Fig. 1: run 1, sequential cells grouped by signal name
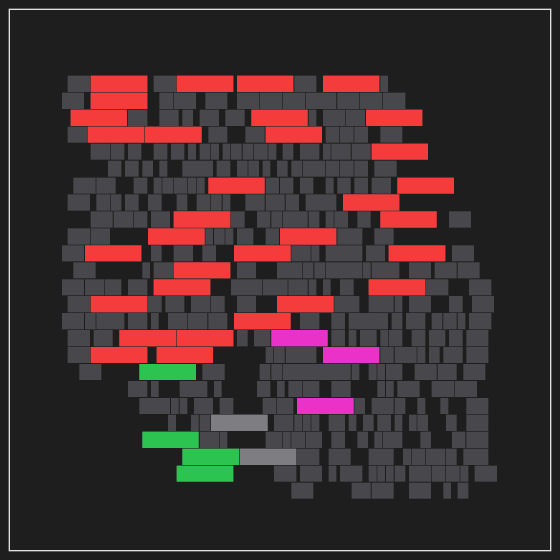
Fig. 2: run 1, clock network drawn from the DEF
Bar = 20 µm.
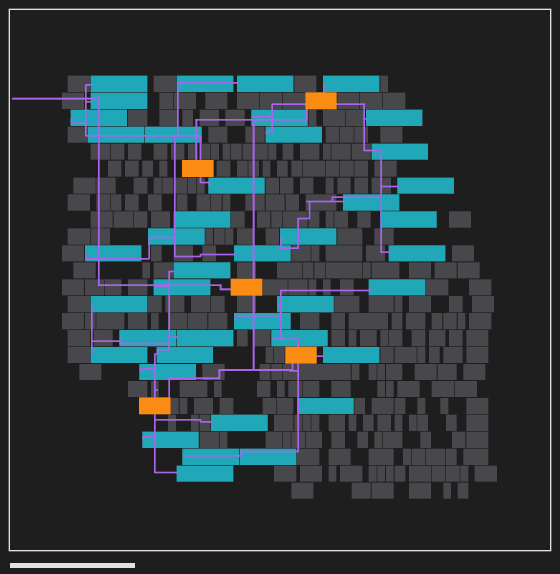
Fig. 3: run 1, cell sizes after repair
Bar = 20 µm.
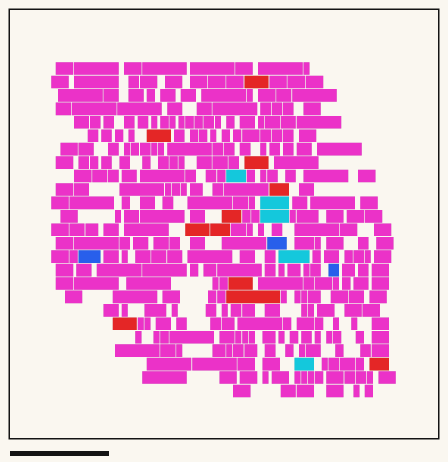
Fig. 4: run 1, M4 wires
Supply wires on this layer in gray.
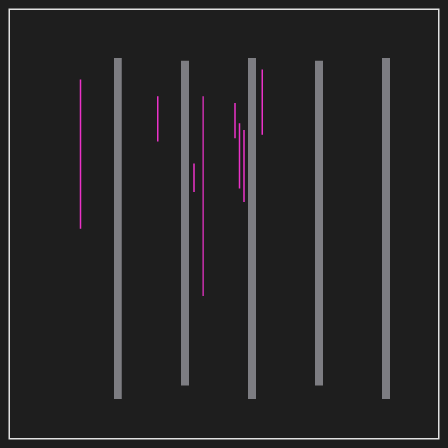
## src/rtl/mc_ctrl_ws_if.sv

```systemverilog
// mc_ctrl_ws_if: control bundle between the multi-cycle controller and the datapath
interface mc_ctrl_ws_if #(parameter int CNT_W = 32);
    logic [31:0]      instr;
    logic             zero_out;
    logic             mem_ack;
    logic             pc_sel;
    logic             pc_lden;
    logic             ir_lden;
    logic             rf_b_sel;
    logic             rf_wrdata_sel;
    logic             rf_wren;
    logic             alu_bin_sel;
    logic [3:0]       alu_func;
    logic             mem_req;
    logic             mem_wren;
    logic             mem_byteop;
    logic             halted;
    logic             err;
    logic [CNT_W-1:0] instret;
    modport master (
        input  instr, zero_out, mem_ack,
        output pc_sel, pc_lden, ir_lden, rf_b_sel, rf_wrdata_sel, rf_wren, alu_bin_sel,
               alu_func, mem_req, mem_wren, mem_byteop, halted, err, instret
    );
    modport slave (
        output instr, zero_out, mem_ack,
        input  pc_sel, pc_lden, ir_lden, rf_b_sel, rf_wrdata_sel, rf_wren, alu_bin_sel,
               alu_func, mem_req, mem_wren, mem_byteop, halted, err, instret
    );
endinterface

```

## src/rtl/mc_ctrl_ws.sv

```systemverilog
// mc_ctrl_ws: multi-cycle CHARM control unit with fetch wait states, mem handshake/timeout, sticky halt
module mc_ctrl_ws #(
    parameter int FETCH_CYCLES = 1,
    parameter int TIMEOUT      = 16,
    parameter int CNT_W        = 32
) (
    input  logic         CLK,
    input  logic         Reset,
    mc_ctrl_ws_if.master bus
);
    typedef enum logic [2:0] {FETCH, DECODE, EXEC, MEM, WB, BRANCH, HALT} state_t;
    localparam int WW = FETCH_CYCLES > 1 ? $clog2(FETCH_CYCLES) : 1;
    localparam int TW = TIMEOUT > 1 ? $clog2(TIMEOUT) : 1;
    state_t           state_q, state_d;
    logic [WW-1:0]    wcnt_q, wcnt_d;
    logic [TW-1:0]    tcnt_q, tcnt_d;
    logic             err_q, err_d;
    logic [CNT_W-1:0] instret_q, instret_d;
    logic             retire, last, act;
    logic [5:0]       op;
    logic             is_r, is_imm, is_b, is_beq, is_bne, is_load, is_store, is_byte, legal;
    logic [3:0]       alu_fn;
    assign op       = bus.instr[31:26];
    assign is_r     = op == 6'b100000;
    assign is_imm   = op inside {6'b111000, 6'b111001, 6'b110000, 6'b110010, 6'b110011};
    assign is_b     = op == 6'b111111;
    assign is_beq   = op == 6'b000000;
    assign is_bne   = op == 6'b000001;
    assign is_load  = op inside {6'b000011, 6'b001111};
    assign is_store = op inside {6'b000111, 6'b011111};
    assign is_byte  = op inside {6'b000011, 6'b000111};
    assign legal    = is_r | is_imm | is_b | is_beq | is_bne | is_load | is_store;
    assign alu_fn   = is_r ? bus.instr[3:0] : op == 6'b110010 ? 4'b0010 :
                      op == 6'b110011 ? 4'b0011 : (is_beq | is_bne) ? 4'b0001 : 4'b0000;
    assign last     = wcnt_q == WW'(FETCH_CYCLES - 1);
    assign act      = state_q inside {EXEC, MEM, WB};
    assign bus.alu_func      = act ? alu_fn : 4'b0000;
    assign bus.alu_bin_sel   = act & (is_imm | is_load | is_store);
    assign bus.rf_b_sel      = act & (is_imm | is_store | is_beq | is_bne);
    assign bus.rf_wrdata_sel = is_load & (state_q inside {MEM, WB});
    assign bus.halted        = state_q == HALT;
    assign bus.err           = err_q;
    assign bus.instret       = instret_q;
    always_ff @(posedge CLK or negedge Reset) begin
        if (!Reset) begin
            state_q   <= FETCH;
            wcnt_q    <= '0;
            tcnt_q    <= '0;
            err_q     <= 1'b0;
            instret_q <= '0;
        end else begin
            state_q   <= state_d;
            wcnt_q    <= wcnt_d;
            tcnt_q    <= tcnt_d;
            err_q     <= err_d;
            instret_q <= instret_d;
        end
    end
    always_comb begin
        state_d        = state_q;
        err_d          = err_q;
        retire         = 1'b0;
        bus.ir_lden    = 1'b0;
        bus.pc_lden    = 1'b0;
        bus.pc_sel     = 1'b0;
        bus.rf_wren    = 1'b0;
        bus.mem_req    = 1'b0;
        bus.mem_wren   = 1'b0;
        bus.mem_byteop = 1'b0;
        case (state_q)
            FETCH: begin
                // FETCH is the reset state, so the IR strobe must be masked while Reset is held
                bus.ir_lden = last & Reset;
                state_d     = last ? DECODE : FETCH;
            end
            DECODE: state_d = !legal ? HALT : is_b ? BRANCH : EXEC;
            EXEC: begin
                if (is_beq | is_bne) begin
                    bus.pc_lden = 1'b1;
                    bus.pc_sel  = is_beq ? bus.zero_out : ~bus.zero_out;
                    retire      = 1'b1;
                    state_d     = FETCH;
                end else begin
                    state_d = (is_load | is_store) ? MEM : WB;
                end
            end
            MEM: begin
                bus.mem_req    = 1'b1;
                bus.mem_wren   = is_store;
                bus.mem_byteop = is_byte;
                if (bus.mem_ack) begin
                    bus.pc_lden = is_store;
                    retire      = is_store;
                    state_d     = is_store ? FETCH : WB;
                end else if (tcnt_q == TW'(TIMEOUT - 1)) begin
                    state_d = HALT;
                    err_d   = 1'b1;
                end
            end
            WB: begin
                bus.rf_wren = 1'b1;
                bus.pc_lden = 1'b1;
                retire      = 1'b1;
                state_d     = FETCH;
            end
            BRANCH: begin
                bus.pc_lden = 1'b1;
                bus.pc_sel  = 1'b1;
                retire      = 1'b1;
                state_d     = FETCH;
            end
            default: state_d = HALT;
        endcase
        wcnt_d    = (state_q == FETCH && !last) ? wcnt_q + 1'b1 : '0;
        tcnt_d    = (state_q == MEM && state_d == MEM) ? tcnt_q + 1'b1 : '0;
        instret_d = (retire && !(&instret_q)) ? instret_q + 1'b1 : instret_q;
    end
endmodule
```

## src/flat_wrapper.sv

```systemverilog
// flat-port wrapper written by rule: the top's interface ports become plain ports
module mc_ctrl_ws_flat 
#(
    parameter int FETCH_CYCLES = 1,
    parameter int TIMEOUT      = 16,
    parameter int CNT_W        = 32
)
  (CLK, Reset, bus_instr, bus_zero_out, bus_mem_ack, bus_pc_sel, bus_pc_lden, bus_ir_lden, bus_rf_b_sel, bus_rf_wrdata_sel, bus_rf_wren, bus_alu_bin_sel, bus_alu_func, bus_mem_req, bus_mem_wren, bus_mem_byteop, bus_halted, bus_err, bus_instret);
  mc_ctrl_ws_if #(.CNT_W(CNT_W)) bus_i ();
  input  logic CLK;
  input  logic Reset;
  input wire logic [$bits(bus_i.instr)-1:0] bus_instr;
  input wire logic [$bits(bus_i.zero_out)-1:0] bus_zero_out;
  input wire logic [$bits(bus_i.mem_ack)-1:0] bus_mem_ack;
  output wire logic [$bits(bus_i.pc_sel)-1:0] bus_pc_sel;
  output wire logic [$bits(bus_i.pc_lden)-1:0] bus_pc_lden;
  output wire logic [$bits(bus_i.ir_lden)-1:0] bus_ir_lden;
  output wire logic [$bits(bus_i.rf_b_sel)-1:0] bus_rf_b_sel;
  output wire logic [$bits(bus_i.rf_wrdata_sel)-1:0] bus_rf_wrdata_sel;
  output wire logic [$bits(bus_i.rf_wren)-1:0] bus_rf_wren;
  output wire logic [$bits(bus_i.alu_bin_sel)-1:0] bus_alu_bin_sel;
  output wire logic [$bits(bus_i.alu_func)-1:0] bus_alu_func;
  output wire logic [$bits(bus_i.mem_req)-1:0] bus_mem_req;
  output wire logic [$bits(bus_i.mem_wren)-1:0] bus_mem_wren;
  output wire logic [$bits(bus_i.mem_byteop)-1:0] bus_mem_byteop;
  output wire logic [$bits(bus_i.halted)-1:0] bus_halted;
  output wire logic [$bits(bus_i.err)-1:0] bus_err;
  output wire logic [$bits(bus_i.instret)-1:0] bus_instret;
  assign bus_i.instr = bus_instr;
  assign bus_i.zero_out = bus_zero_out;
  assign bus_i.mem_ack = bus_mem_ack;
  assign bus_pc_sel = bus_i.pc_sel;
  assign bus_pc_lden = bus_i.pc_lden;
  assign bus_ir_lden = bus_i.ir_lden;
  assign bus_rf_b_sel = bus_i.rf_b_sel;
  assign bus_rf_wrdata_sel = bus_i.rf_wrdata_sel;
  assign bus_rf_wren = bus_i.rf_wren;
  assign bus_alu_bin_sel = bus_i.alu_bin_sel;
  assign bus_alu_func = bus_i.alu_func;
  assign bus_mem_req = bus_i.mem_req;
  assign bus_mem_wren = bus_i.mem_wren;
  assign bus_mem_byteop = bus_i.mem_byteop;
  assign bus_halted = bus_i.halted;
  assign bus_err = bus_i.err;
  assign bus_instret = bus_i.instret;
  mc_ctrl_ws #(.FETCH_CYCLES(FETCH_CYCLES), .TIMEOUT(TIMEOUT), .CNT_W(CNT_W)) u_core (.CLK(CLK), .Reset(Reset), .bus(bus_i));
endmodule
```

## config.mk

```make
export PLATFORM = sky130hd
export DESIGN_NAME = mc_ctrl_ws_flat
export DESIGN_NICKNAME = d
export VERILOG_FILES = /design/src/rtl/mc_ctrl_ws_if.sv /design/src/rtl/mc_ctrl_ws.sv /design/src/flat_wrapper.sv
export SDC_FILE = /design/constraint.sdc
export NUM_CORES = 1
export LEC_CHECK = 0
export CORE_MARGIN = 8
export CORE_UTILIZATION = 50
export DETAILED_ROUTE_END_ITERATION = 8
export GPL_TIMING_DRIVEN = 0
export PLACE_DENSITY = 0.92
export RECOVER_POWER = 50
export SYNTH_ARGS = -nofsm -noshare
export SYNTH_HDL_FRONTEND = slang
export SYNTH_SLANG_ARGS = --single-unit
```

## constraint.sdc

```tcl
create_clock -name CLK -period 5.4 [get_ports CLK]
set_input_delay 0.54 -clock CLK [delete_from_list [all_inputs] [get_ports CLK]]
set_output_delay 0.54 -clock CLK [all_outputs]
set_load 0.01 [all_outputs]
```

==> results.sh, run 1 <==
# yosys + openroad results
export IMPL_netlist_top_cells_count="41 x dfrtp_1, 31 x xnor2_1, 22 x nand2_1, 21 x nand3_1, 20 x nor2_1"
export IMPL_path_buffers=2
export IMPL_dr_pass1_iters=5
export IMPL_worstReg2RegEnd="u_core.bus.instret[1]"
export IMPL_yosysTopAreaCell="dfrtp_1"
export IMPL_wl_per_cell_um=16.2
export IMPL_drt_iter0_drc=158
export IMPL_cts_tree="built"
export IMPL_crit_path_max_fanout=42
export IMPL_initial_core_util_pct=52.5
export IMPL_grt_pass1_wl_mm=11.0
export IMPL_final_max_slew_viol_count=43
export IMPL_track_usage_pct=17.9
export IMPL_required_ns=4.86
export IMPL_setup_viol=0
export IMPL_fin_area_mm2=0.00328
export IMPL_crit_type="in -> out"
export IMPL_fp_nets=307
export IMPL_max_slew_margin_pct=-44.7
export IMPL_topCellsByArea="dfrtp_1 41%, xnor2_1 11%, nand4_1 4.5%, nand3_1 4.2%, and3_1 3.8%"
export IMPL_worstPathCellList="clkbuf_1, and3_1, clkdlybuf4s50_1"
export IMPL_r2r_start="u_core.bus.instret[24]"
export IMPL_violations="capacitance limit, slew limit"
export IMPL_hold_depth=1
export IMPL_cts_resized=0
export IMPL_die_size_y_um=86.7
export IMPL_fin_nets=373
export IMPL_ys_seq_elements=41
export IMPL_max_cap_viol_count=1
export IMPL_most_common_cell="dfrtp_1"
export IMPL_hold_viol_final=0
export IMPL_outcome="finished, violations left"
export IMPL_fp_coreArea_mm2=0.00475
export IMPL_tool_warnings=48
export IMPL_postRouteAntennaNets=0
export IMPL_ys_types=46
export IMPL_drt_wl_total_mm=6.53
export IMPL_grt_start_max_net_pins=43
export IMPL_fmax_mhz=282
export IMPL_cts_buffer_depth=2
export IMPL_syn_inst=269
export IMPL_die_width_um=86.7
export IMPL_synth_chip_area_mm2=0.00250
export IMPL_dp_worst_setup_slack_ns=2.13
export IMPL_std_cell_rows=25
export IMPL_synth_edff_count=0
export IMPL_finalCritPeriodShare_pct=65.7
export IMPL_max_stage_delay_ns=1.52
export IMPL_rsz0062_at_grt="false"
export IMPL_placed_cell_area_mm2=0.00317
export IMPL_cp_start_kind="input pin"
export IMPL_hold_path_class="reg -> reg"
export IMPL_yosys_warnings=0
export IMPL_grt_pass1_vias=2321
export IMPL_path_clk_slew_ns=0.07
export IMPL_crit_arrival_ns=3.01
export IMPL_power_mw=0.900
export IMPL_syn_area_per_cell_um2=9.28
export IMPL_top_cell_area_share_pct=41.1
export IMPL_drt_vias_per_instance=5.80
export IMPL_cp_end_kind="output pin"
export IMPL_min_from="u_core.bus.err"
## Picture notes: Fig. 1
Key: u_core.state_q = magenta [flops 3]; u_core.bus.instret = red [flops 32]; u_core.tcnt_q = green [flops 4]
sequential cell area share: 31.3%
final cell utilization of the core: 69.0%
Seq power: 0.368 mW

## Picture notes: Fig. 2
Key: cells driving clock nets = orange [count 5]; clock wires = purple [length 524 µm]; flip-flops = cyan [count 41]
There are 6 routed clock nets.
skew final: 0.00587 ns
clock share of power: 28.5%
Latency at later pin: 0.30 ns
clock group power: 0.256 mW

## Picture notes: Fig. 3
Key: drive 6 and up = red [cells 11, share 3.3%]; drive 3 to 4 = cyan [cells 5, share 1.5%]; drive 1 or less = magenta [cells 317, share 94%]; drive 2 = blue [cells 3, share 0.89%]
Non-clk bufs: 73
setup ws final: 1.85 ns
Syn-to-layout area delta: 31.4%

## Picture notes: Fig. 4
7 nets have wire on it. The longest straight run is 40.1 µm. The wires run mostly vertical.

run 1: report_power, final:
part	internal, mW	switching [mW]
registers	0.334	0.0334
clock network	0.151	0.106
logic	0.131	0.145
run 1: worst max path at each step:
stage	to	depth (start not counted)	from	slack (ns)
floorplan	u_core.bus.instret[1]	6	bus_instr[29]	3.12
global placement	bus_ir_lden	3	Reset	1.62
detailed placement	bus_alu_func[2]	5	bus_instr[28]	2.13
CTS	bus_alu_func[2]	5	bus_instr[28]	2.05
global route	bus_ir_lden	3	Reset	1.43
finish	bus_ir_lden	3	Reset	1.85
run 1: through the flow:
| step | util, % | cells |
|---|---|---|
| final | 69.0 | 403 |
| after global routing | 69.0 | 403 |
| after CTS | 69.0 | 403 |
| after detailed placement | 66.6 | 395 |
| after global placement | 66.7 | 395 |
| after floorplan | - | 269 |
run 1: layout by cell type, fill, tap and decap left out, types with 9 or more instances in the layout:
cell type	netlist	routed
and3_1	15	15
clkbuf_1	9	11
clkdlybuf4s50_1	0	36
dfrtp_1	41	41
dlygate4sd3_1	0	22
nand2_1	22	22
nand3_1	21	21
nand4_1	18	18
nor2_1	20	20
nor3_1	9	9
xnor2_1	31	31
run 1: area by class of cell:
cell class / count / area, µm²
Clock inverter: 1 / 30.0
Tap cell: 67 / 83.8
Fill cell: 392 / 1470
Multi-Input combinational cell: 210 / 1370
Clock buffer: 7 / 86.3
Sequential cell: 41 / 1030
Inverter: 4 / 15.0
Timing Repair Buffer: 59 / 584
Buffer: 14 / 82.6
run 1: kinds of logic after synthesis:
logic type                 count (synthesis)  synth area share, %
adders and majority gates                  2                 1.00
xor gates and xnor gates                  35                 12.3
other                                      1                0.150
muxes                                      2                0.852
buffers and inverters                     18                 3.91
AOI/OAI and AO/OA                         26                 8.17
and+or+nand+nor                          144                 32.5
DFF                                       41                 41.1
run 1: registers in the layout, indices dropped and copies added (netlist names):
register / flops
u_core.bus.err: 1
u_core.bus.instret: 32
u_core.state_q: 3
u_core.tcnt_q: 4
u_core.wcnt_q: 1
run 1: layer usage:
layer  up-vias  GRT usage (%)  routed length, µm
met5         -              0                  0
li1       1094              -                  -
met3        17           4.82                533
met2       104           27.8               2990
met1      1122           22.6               2870
met4         0           8.14                131
Fig. 5: run 1, the clock network
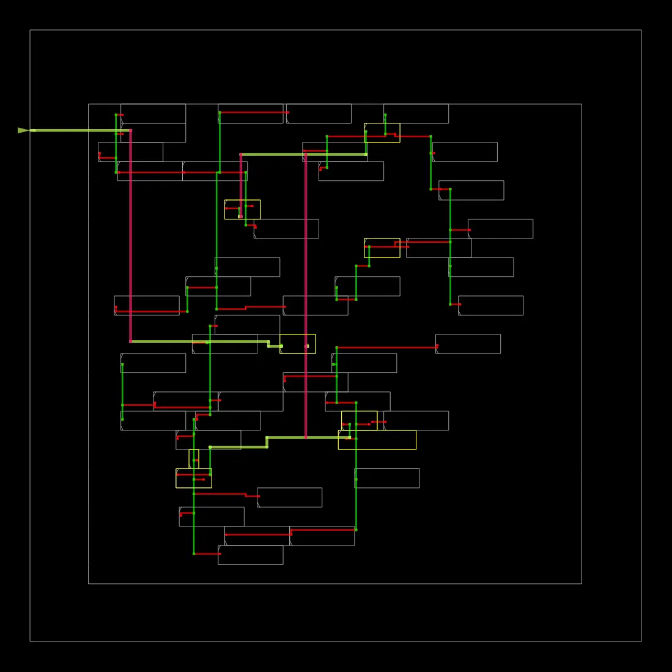

==> run 2: changes to the inputs <==
--- a/config.mk
+++ b/config.mk
@@ -6,10 +6,10 @@
 export NUM_CORES = 1
 export LEC_CHECK = 0
 export CORE_MARGIN = 8
-export CORE_UTILIZATION = 50
+export CORE_UTILIZATION = 42
 export DETAILED_ROUTE_END_ITERATION = 8
 export GPL_TIMING_DRIVEN = 0
-export PLACE_DENSITY = 0.92
+export PLACE_DENSITY = 0.83
 export RECOVER_POWER = 50
 export SYNTH_ARGS = -nofsm -noshare
 export SYNTH_HDL_FRONTEND = slang
==> constraint.sdc (replaced) <==
create_clock -name CLK -period 3 [get_ports CLK]
set_input_delay 0.3 -clock CLK [delete_from_list [all_inputs] [get_ports CLK]]
set_output_delay 0.3 -clock CLK [all_outputs]
set_load 0.01 [all_outputs]
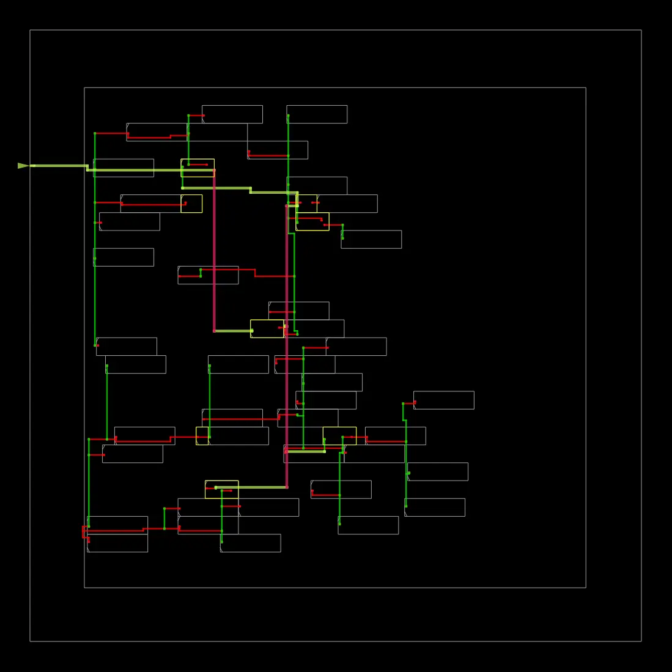
Fig. 6. The clock network (run 2).
clkbuf count: 5
Num CTS Buffers: 5
registers: 41

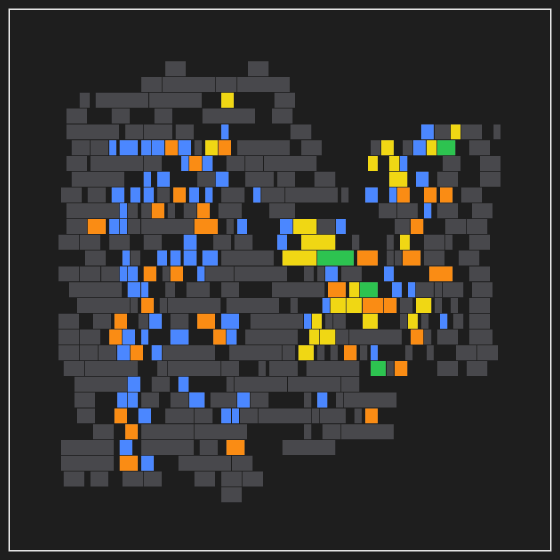
Fig. 7. Gate families picked out (run 2).
Key: inverting AOI/OAI gates = yellow [cells 22, most used o21ai_0]; AND and OR gates = orange [cells 34, most used and3_1]; NAND gates = blue [cells 70, most used nand2_1]; AND-OR and OR-AND gates = green [cells 4]

==> run 2 against run 1 <==
- first-iteration DRC count fell by 45%
- count of clock-buffer cells in the layout shrank 2
- critical endpoint is now bus_alu_func[3]
- utilization decreased by 13 points
- hold slack got worse by 0.33 ns
- sequential power grew 79%
- final area down 0.42%
- sequential share of layout area is 0.13 points higher
- the flow now finishes without violations
- largest power group unchanged
- largest cell class unchanged
- global-route usage decreased by 1.9 points
- combinational power rose by about 80%
- clock skew up 0.00081 ns
- synthesized cell count unchanged
==> results.sh, run 2 <==
# yosys + openroad results
export IMPL_outcome="complete, no violations"
export IMPL_cts_sinks=41
export IMPL_finalCriticalPeriod_ns=2.86
export IMPL_io_buffers=59
export IMPL_grt_pass1_wl_mm=11.4
export IMPL_ys_cells=269
export IMPL_postCtsSetupRepairBufs=0
export IMPL_ff_type="dfrtp_1"
export IMPL_cts_tree="built"
export IMPL_hold_path_class="in -> async"
export IMPL_holdBufCountCts=0
export IMPL_placed_cell_area_mm2=0.00318
export IMPL_grt_start_max_net_pins=43
export IMPL_required_ns=2.70
export IMPL_worstReg2RegEnd="u_core.bus.instret[1]"
export IMPL_crit_path_start="bus_instr[28]"
export IMPL_switching_share_pct=34.0
export IMPL_fp_coreArea_mm2=0.00582
export IMPL_hold_ws_ns=0.125
export IMPL_synth_chip_area_mm2=0.00250
export IMPL_r2r_start="u_core.bus.instret[12]"
export IMPL_track_usage_pct=16.0
export IMPL_fill_cells=558
export IMPL_final_max_slew_viol_count=0
export IMPL_p_int_mw=1.00
export IMPL_fmax_mhz=350
export IMPL_p_leak_nw=1.33
export IMPL_rsz0062_at_grt="false"
export IMPL_grt_pass1_vias=2382
export IMPL_fin_area_mm2=0.00327
export IMPL_cp_start_kind="input pin"
export IMPL_die_size_y_um=93.1
export IMPL_fin_nets=373
export IMPL_largest_reg_flops=32
export IMPL_clk_latency_ns=0.30
export IMPL_final_cell_mix="41 x dfrtp_1, 36 x clkdlybuf4s50_1, 31 x xnor2_1, 22 x nand2_1, 22 x dlygate4sd3_1"
export IMPL_worst_pin_slew_ns=0.900
export IMPL_synthXorXnorAreaFrac_pct=12.3
export IMPL_synth_edff_count=0
export IMPL_clock_skew_ns=0.00669
export IMPL_setup_viol=0
export IMPL_cp_end_kind="output pin"
export IMPL_cp_endpoint="bus_alu_func[3]"
export IMPL_drt_iter0_drc=87
export IMPL_dp_cells=403
export IMPL_yosys_area_share_adder_pct=1.00
export IMPL_ios=84
export IMPL_drc=0
export IMPL_dr_pass1_iters=4
export IMPL_tool_warnings=48
export IMPL_ys_seq_elements=41
export IMPL_p_per_area_mw_per_mm2=466
export IMPL_hold_viol_final=0
export IMPL_ir_drop_v=0.000257
export IMPL_compound_area_share_pct=8.17
export IMPL_fin_util_pct=56.2
export IMPL_stdcell_count=411
export IMPL_syn_inst=269
export IMPL_ys_seq_share_pct=41.1
export IMPL_synth_area_mm2=0.00250
export IMPL_finalCritPeriodShare_pct=95.3
export IMPL_grt_overflow=0
export IMPL_pwr_share_comb_pct=32.7
export IMPL_reg2regPathDepth=6
export IMPL_clockRootBuffer="clkbuf_8"
export IMPL_drive_gt1_share_pct=6.25
export IMPL_synthArstFlopShare_pct=100
export IMPL_top_cell_area_share_pct=41.1
export IMPL_synthToLayoutAreaGrowth_pct=30.9
export IMPL_syn_area_per_cell_um2=9.28
export IMPL_drt_vias_per_instance=5.60
export IMPL_mux_area_share_pct=0.852
export IMPL_cts_buffer_depth=2
export IMPL_cts_resized=0
export IMPL_chip_area_mm2=0.00867
export IMPL_crit_path_max_fanout=8
export IMPL_htreeDepth=2
export IMPL_crit_type="in -> out"
export IMPL_clock_power_share_pct=24.0
export IMPL_antenna_found_initial=0
export IMPL_fp_nets=307
export IMPL_crit_arrival_ns=2.56
export IMPL_netlist_top_cells_count="41 x dfrtp_1, 31 x xnor2_1, 22 x nand2_1, 21 x nand3_1, 20 x nor2_1"
export IMPL_initial_core_util_pct=42.9
export IMPL_yosys_warnings=0
export IMPL_topCellsByArea="dfrtp_1 41%, xnor2_1 11%, nand4_1 4.5%, nand3_1 4.2%, and3_1 3.8%"
export IMPL_ys_types=46
export IMPL_wl_per_cell_um=16.2
export IMPL_path_clk_slew_ns=0.08
export IMPL_max_slew_margin_pct=40.0
export IMPL_ff2ff_setup_slack_ns=0.78
export IMPL_max_cap_viol_count=0
export IMPL_switchingPower_mw=0.518
export IMPL_drt_wl_total_mm=6.64
export IMPL_p_seq_share_pct=43.3
export IMPL_most_common_cell="dfrtp_1"
export IMPL_yosysTopAreaCell="dfrtp_1"
export IMPL_std_cell_rows=28
export IMPL_diodes=0
export IMPL_tns_ns=0
export IMPL_gp_congestion=0.898
export IMPL_dp_hpwl_mm=4.96
export IMPL_logic_family="simple AND/OR/NAND/NOR gates"
export IMPL_postRouteAntennaNets=0
export IMPL_die_width_um=93.1
export IMPL_num_vias=2303
export IMPL_lay_top_count="dfrtp_1"
export IMPL_synthSimpleGateAreaFrac_pct=32.5
## run 2: cell counts after synthesis
No cell type changed its count.
## run 2: critical path, cell delays in order
cell and delay [ns]:
clkdlybuf4s50_1 0.55, or4_4 0.58, nor3b_1 0.37, and3_1 0.22, clkdlybuf4s50_1 0.54
## run 2: how the worst min path moves through the flow
stage	slack, ns	endpoint	depth (start not counted)
floorplan	0.004	u_core.bus.err	0
global placement	0.45	u_core.tcnt_q[0]	1
detailed placement	0.46	u_core.tcnt_q[0]	1
CTS	0.15	u_core.bus.instret[17]	1
global route	0.21	u_core.bus.instret[10]	1
finish	0.12	u_core.bus.instret[30]	1
## run 2: final cells by class
cell class	count	area, µm²	share of cell area, %
buffer	14	82.6	2.53
clock inverter	3	22.5	0.689
tap	75	93.8	2.87
timing repair buffer	59	586	17.9
inverter	4	15.0	0.460
clock buffer	5	68.8	2.11
sequential	41	1030	31.4
multi-input combinational	210	1370	42.0
## run 2: routing by layer
metal	up-vias	wire length [µm]	track usage, %
li1	1108	-	-
met1	1095	2910	19.3
met2	92	3070	26.2
met3	8	584	5.21
met4	0	77	5.37
met5	-	0	0
## run 2: metrics by stage
stage                     power [mW]  setup slack [ns]
after floorplan                0.960             0.916
after global placement          1.16            -0.299
after detailed placement        1.18             0.164
after CTS                       1.54             0.155
after global routing            1.62            0.0628
final                           1.52             0.141
## run 2: power groups by stage
| stage | registers, mW | logic, mW | clock network (mW) |
|---|---|---|---|
| 3_5_place_dp | 0.669 | 0.507 | 0 |
| 5_1_grt | 0.669 | 0.557 | 0.396 |
| 2_1_floorplan | 0.671 | 0.290 | 0 |
| 3_3_place_gp | 0.668 | 0.497 | 0 |
| 6_report | 0.658 | 0.498 | 0.365 |
| 4_1_cts | 0.658 | 0.508 | 0.377 |
## run 2: kinds of logic after synthesis
group	count (synthesis)
adder cells (fa/ha/maj)	2
AND-OR/OR-AND	26
multiplexers	2
other	1
AND/OR/NAND/NOR	144
buffers and inverters	18
XOR/XNOR	35
flip-flops	41
Power is estimated from default activity; no workload was simulated.
